## src/rtl/noc_sched_pkg.sv

```systemverilog
// Shared types, constants and helpers for the output-port scheduler.
package noc_sched_pkg;

   localparam int PKT_W      = 14;
   localparam int STAT_W_DEF = 16;

   typedef logic [PKT_W-1:0] packet_t;

   // Index width for n requesters; never below 1 so a 2-input build still has a pointer bit.
   function automatic int ptr_w(input int n);
      return (n < 3) ? 1 : $clog2(n);
   endfunction

   // Saturating increment for counters up to 32 bits wide; w is the counter width.
   function automatic logic [31:0] sat_inc(input logic [31:0] v, input int w);
      logic [31:0] mx;
      mx = (w >= 32) ? 32'hFFFF_FFFF : ((32'd1 << w) - 32'd1);
      return (v >= mx) ? mx : v + 32'd1;
   endfunction

endpackage

```

## src/rtl/out_port_sched_rr_pick.sv

```systemverilog
// Combinational round-robin picker: first asserted request at or after ptr_i, wrapping modulo NUM_IN.
module rr_pick
   import noc_sched_pkg::*;
#(
   parameter int NUM_IN = 4,
   parameter int PTR_W  = ptr_w(NUM_IN)
) (
   input  logic [NUM_IN-1:0] req_i,
   input  logic [PTR_W-1:0]  ptr_i,
   output logic [NUM_IN-1:0] gnt_o,
   output logic [PTR_W-1:0]  gnt_idx_o,
   output logic              any_o
);

   localparam int SW = PTR_W + 1;

   logic [PTR_W:0]   sum;
   logic [PTR_W-1:0] sel;

   always_comb begin
      gnt_o     = '0;
      gnt_idx_o = '0;
      any_o     = 1'b0;
      sum       = '0;
      sel       = '0;
      for (int k = 0; k < NUM_IN; k++) begin
         // ptr_i < NUM_IN, so a single subtraction keeps the scan index in range.
         sum = {1'b0, ptr_i} + SW'(k);
         if (sum >= SW'(NUM_IN)) sum = sum - SW'(NUM_IN);
         sel = sum[PTR_W-1:0];
         if (!any_o && req_i[sel]) begin
            any_o      = 1'b1;
            gnt_o[sel] = 1'b1;
            gnt_idx_o  = sel;
         end
      end
   end

endmodule

```

## src/rtl/out_port_sched.sv

```systemverilog
// Round-robin output-port scheduler with a one-entry registered output stage.
// Optional per-input grant and stall counters are built when OUT_SCHED_STATS_EN is defined.
module out_port_sched
   import noc_sched_pkg::*;
#(
   parameter int WIDTH_packet = PKT_W,
   parameter int NUM_IN       = 4,
   parameter int STAT_W       = STAT_W_DEF,
   localparam int PTR_W       = ptr_w(NUM_IN)
) (
   input  logic                       clk,
   input  logic                       rst_n,
   input  logic [NUM_IN-1:0]          in_valid,
   input  logic [NUM_IN*WIDTH_packet-1:0] in_data,
   output logic [NUM_IN-1:0]          in_ready,
   output logic                       out_valid,
   output logic [WIDTH_packet-1:0]    out_data,
   output logic [PTR_W-1:0]           out_src,
   input  logic                       out_ready,
   output logic [NUM_IN*STAT_W-1:0]   stat_grant_cnt,
   output logic [STAT_W-1:0]          stat_stall_cnt
);

   logic                    out_valid_q, out_valid_d;
   logic [WIDTH_packet-1:0] out_data_q,  out_data_d;
   logic [PTR_W-1:0]        out_src_q,   out_src_d;
   logic [PTR_W-1:0]        rr_ptr_q,    rr_ptr_d;

   logic                    load_en;
   logic [NUM_IN-1:0]       gnt;
   logic [PTR_W-1:0]        gnt_idx;
   logic                    any;
   logic [WIDTH_packet-1:0] in_pkt [NUM_IN];

   for (genvar i = 0; i < NUM_IN; i++) begin : g_unpack
      assign in_pkt[i] = in_data[i*WIDTH_packet +: WIDTH_packet];
   end

   rr_pick #(
      .NUM_IN (NUM_IN),
      .PTR_W  (PTR_W)
   ) u_pick (
      .req_i     (in_valid),
      .ptr_i     (rr_ptr_q),
      .gnt_o     (gnt),
      .gnt_idx_o (gnt_idx),
      .any_o     (any)
   );

   // The stage can take a new packet whenever it is empty or draining this cycle.
   assign load_en  = !out_valid_q || out_ready;
   assign in_ready = (load_en && rst_n) ? gnt : '0;

   always_comb begin
      out_valid_d = out_valid_q;
      out_data_d  = out_data_q;
      out_src_d   = out_src_q;
      rr_ptr_d    = rr_ptr_q;
      if (load_en) begin
         out_valid_d = any;
         if (any) begin
            out_data_d = in_pkt[gnt_idx];
            out_src_d  = gnt_idx;
            rr_ptr_d   = (gnt_idx == PTR_W'(NUM_IN - 1)) ? '0 : gnt_idx + PTR_W'(1);
         end
      end
   end

   always_ff @(posedge clk or negedge rst_n) begin
      if (!rst_n) begin
         out_valid_q <= 1'b0;
         out_data_q  <= '0;
         out_src_q   <= '0;
         rr_ptr_q    <= '0;
      end else begin
         out_valid_q <= out_valid_d;
         out_data_q  <= out_data_d;
         out_src_q   <= out_src_d;
         rr_ptr_q    <= rr_ptr_d;
      end
   end

   assign out_valid = out_valid_q;
   assign out_data  = out_data_q;
   assign out_src   = out_src_q;

`ifdef OUT_SCHED_STATS_EN
   logic              accept;
   logic [STAT_W-1:0] grant_cnt_q [NUM_IN];
   logic [STAT_W-1:0] stall_cnt_q;

   assign accept = load_en && any;

   always_ff @(posedge clk or negedge rst_n) begin
      if (!rst_n) begin
         for (int i = 0; i < NUM_IN; i++) grant_cnt_q[i] <= '0;
         stall_cnt_q <= '0;
      end else begin
         for (int i = 0; i < NUM_IN; i++) begin
            if (accept && gnt[i])
               grant_cnt_q[i] <= STAT_W'(sat_inc(32'(grant_cnt_q[i]), STAT_W));
         end
         if (out_valid_q && !out_ready)
            stall_cnt_q <= STAT_W'(sat_inc(32'(stall_cnt_q), STAT_W));
      end
   end

   for (genvar i = 0; i < NUM_IN; i++) begin : g_stat
      assign stat_grant_cnt[i*STAT_W +: STAT_W] = grant_cnt_q[i];
   end
   assign stat_stall_cnt = stall_cnt_q;
`else
   assign stat_grant_cnt = '0;
   assign stat_stall_cnt = '0;
`endif

endmodule

```

## config.mk

```make
export PLATFORM = sky130hd
export DESIGN_NAME = out_port_sched
export DESIGN_NICKNAME = d
export VERILOG_FILES = /design/src/rtl/noc_sched_pkg.sv /design/src/rtl/out_port_sched_rr_pick.sv /design/src/rtl/out_port_sched.sv
export SDC_FILE = /design/constraint.sdc
export NUM_CORES = 1
export LEC_CHECK = 0
export ABC_AREA = 1
export CAP_MARGIN = 0
export CELL_PAD_IN_SITES_DETAIL_PLACEMENT = 0
export CELL_PAD_IN_SITES_GLOBAL_PLACEMENT = 1
export CORE_AREA = 2 2 106 108
export DETAILED_ROUTE_END_ITERATION = 12
export DIE_AREA = 0 0 108 110
export PLACE_DENSITY = 0.83
export SETUP_SLACK_MARGIN = 0.15
export SYNTH_ARGS = -nofsm -noshare
export SYNTH_HDL_FRONTEND = slang
export SYNTH_SLANG_ARGS = --single-unit
```

## constraint.sdc

```tcl
create_clock -name clk -period 2.9 [get_ports clk]
set_clock_uncertainty 0.15 [all_clocks]
set_input_delay 0.725 -clock clk [delete_from_list [all_inputs] [get_ports clk]]
set_output_delay 0.725 -clock clk [all_outputs]
set_load 0.005 [all_outputs]
```

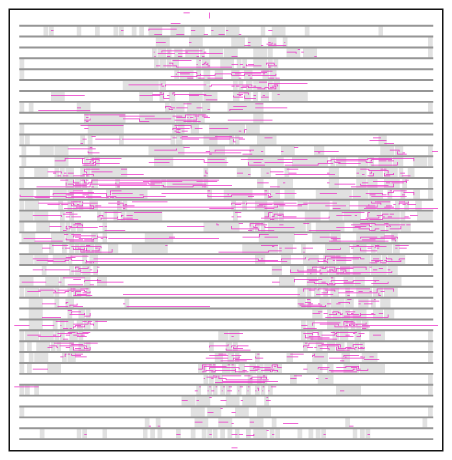
Figure 1: run 1, the metal 1 layer.
Scale: 4 px per um. Supply wires on this layer in gray.
The layer holds 39% of the routed length. The longest straight run is 50.1 um. The layer carries 2910 um of wire.
GR met1 Demand/Resource: 0.1296
DRT Wirelength: 7.530 mm

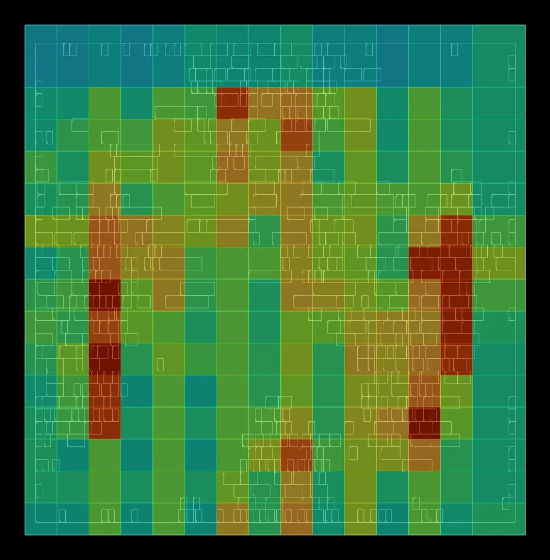
Figure 2: run 1, track usage over the die.
post-layout util: 0.3580
met3 usage: 0.01587
met2 GRT Util: 0.2327
total track usage: 0.1172

==> qor.yml, run 1 <==
synth:
  edf_count: 0
  synthArstFlopShare: 1.000
  ys_ff: 19
  logic_family: "simple AND/OR/NAND/NOR gates"
  syn_avg_cell_area_sq_um: 6.663
  adder_share: 0.03311
  yosys_cells: 397
  ys_area_sq_um: 2645
  synthTopCellsByCount: "nand2_1, buf_4, inv_1, nand3_1, nand4_1"
clock_network:
  cts_max_path_buffers: 2
  hold_buffers: 0
setup_path:
  cp_slowest_cell: "clkdlybuf4s15_2"
  startpoint: "in_valid[2]"
  r2r-end: "out_data[0]"
  crit_path_end: "in_ready[2]"
  critPathRequiredTime_ps: 2030
  cpPeakStageDelay_ps: 190
  crit_family: "buffers and inverters"
  critPathCaptureType: "primary output"
final_layout:
  final_layout_top_logic_cells: "nand2_1, conb_1, clkdlybuf4s50_1"
  signal_buffers: 131
  nNonClkInverters: 64
  finalNonFillerCells: 658
  layout-drive-gt1-share: 0.2278
  comb_area_sq_um: 1652
  dominant_cells: "combinational gates"
  clkbuf_count: 3
  fillers: 1171
status:
  status: "finished clean"
global_routing:
  antenna_found_initial: 0
  grt_start_max_net_pins: 23
  grt_pass1_wl_mm: 11.25
sta:
  hold_viol: 0
  period_minus_slack_ps: 2866
  worst_slack_ps: 33.81
  setup_viol: 0
power:
  pwr-share-seq: 0.106
  power_leader: "combinational logic"
  seq_cell_power_mw: 0.519
route:
  drt-initial-drc-count: 86
  wl_met2_mm: 4.050
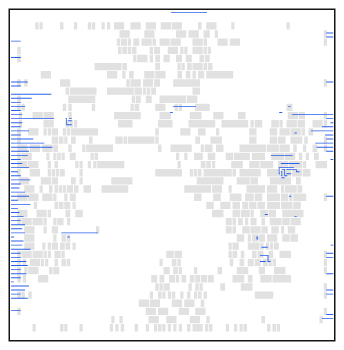
Figure 3: run 1, M3 wires.
Scale: 3 px per um.
98 nets have wire on it. The layer carries 404 um of wire. The layer holds 5.4% of the routed length. The longest straight run is 14.0 um. The wires run mostly horizontal.
Via Count: 2673

==> run 2, diff against run 1 <==
--- a/config.mk
+++ b/config.mk
@@ -12,6 +12,7 @@
 export CORE_AREA = 2 2 106 108
 export DETAILED_ROUTE_END_ITERATION = 12
 export DIE_AREA = 0 0 108 110
+export GPL_ROUTABILITY_DRIVEN = 0
 export PLACE_DENSITY = 0.83
 export SETUP_SLACK_MARGIN = 0.15
 export SYNTH_ARGS = -nofsm -noshare
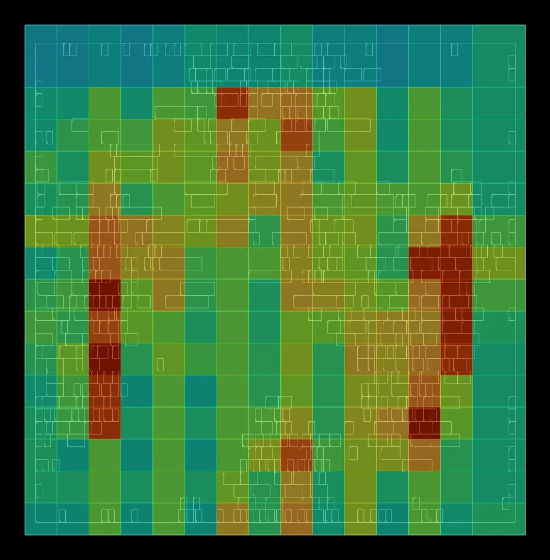
Figure 4: run 2, track usage over the die.
GR peak layer: met2
wire per inst: 11.44 um

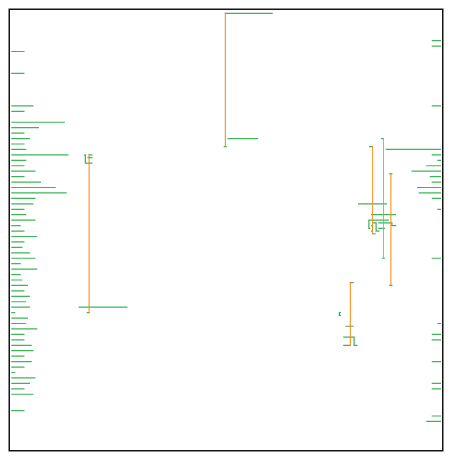
Figure 5: run 2, signal wires by layer.
Scale: 4 px per um. Two of the layers only.
Key: green = met3 [wire length 404 um]; orange = met4 [wire length 168 um]

==> run 2 against run 1 <==
Flip-flop count did not move; routed wire length did not move; via count did not move; non-clock buffer count did not move; cell area did not move; power did not move; utilization did not move; first-iteration DRC count did not move; critical path depth did not move; critical path type unchanged; critical endpoint unchanged.
==> qor.yml, run 2 <==
setup_path:
  crit_path_end: "in_ready[2]"
  crit_family: "buffers and inverters"
  critPathRequiredTime_ps: 2030
  cpPeakStageDelay_ps: 190
  startpoint: "in_valid[2]"
  r2r-end: "out_data[0]"
  reg2reg_from: "rr_ptr_q[0]"
  path_max_fanout: 4
  cp_slowest_cell: "clkdlybuf4s15_2"
synth:
  adder_share: 0.03311
  synthTopCellsByCount: "nand2_1, buf_4, inv_1, nand3_1, nand4_1"
  synthArstFlopShare: 1.000
  edf_count: 0
  ys_ff: 19
  logic_family: "simple AND/OR/NAND/NOR gates"
  yosys_cells: 397
  syn_avg_cell_area_sq_um: 6.663
status:
  status: "finished clean"
global_routing:
  grt_start_max_net_pins: 23
  grt_use_met1: 0.1296
  grt_pass1_wl_mm: 11.25
  antenna_found_initial: 0
  globalRouteMet3Util: 0.01587
  grt_use_total: 0.1172
  grtUsageMet2: 0.2327
final_layout:
  fillers: 1171
  dominant_cells: "combinational gates"
  clkbuf_count: 3
  signal_buffers: 131
  layout-drive-gt1-share: 0.2278
  seq-cell-share: 0.1245
  final_util: 0.3580
  comb_area_sq_um: 1652
  final_layout_top_logic_cells: "nand2_1, conb_1, clkdlybuf4s50_1"
  finalNonFillerCells: 658
  flop-count: 19
  nNonClkInverters: 64
sta:
  period_minus_slack_ps: 2866
  worst_slack_ps: 33.81
route:
  wl_met2_mm: 4.050
  vias: 2673
  drt-initial-drc-count: 86
  drt_wl_total_mm: 7.530
power:
  seq_cell_power_mw: 0.519
  power_leader: "combinational logic"
clock_network:
  hold_buffers: 0
  cts_max_path_buffers: 2
floorplan:
  io_pins: 164
  die-area_sq_um: 11880
Power figures rest on the tool's default switching activity, not on a simulated workload.
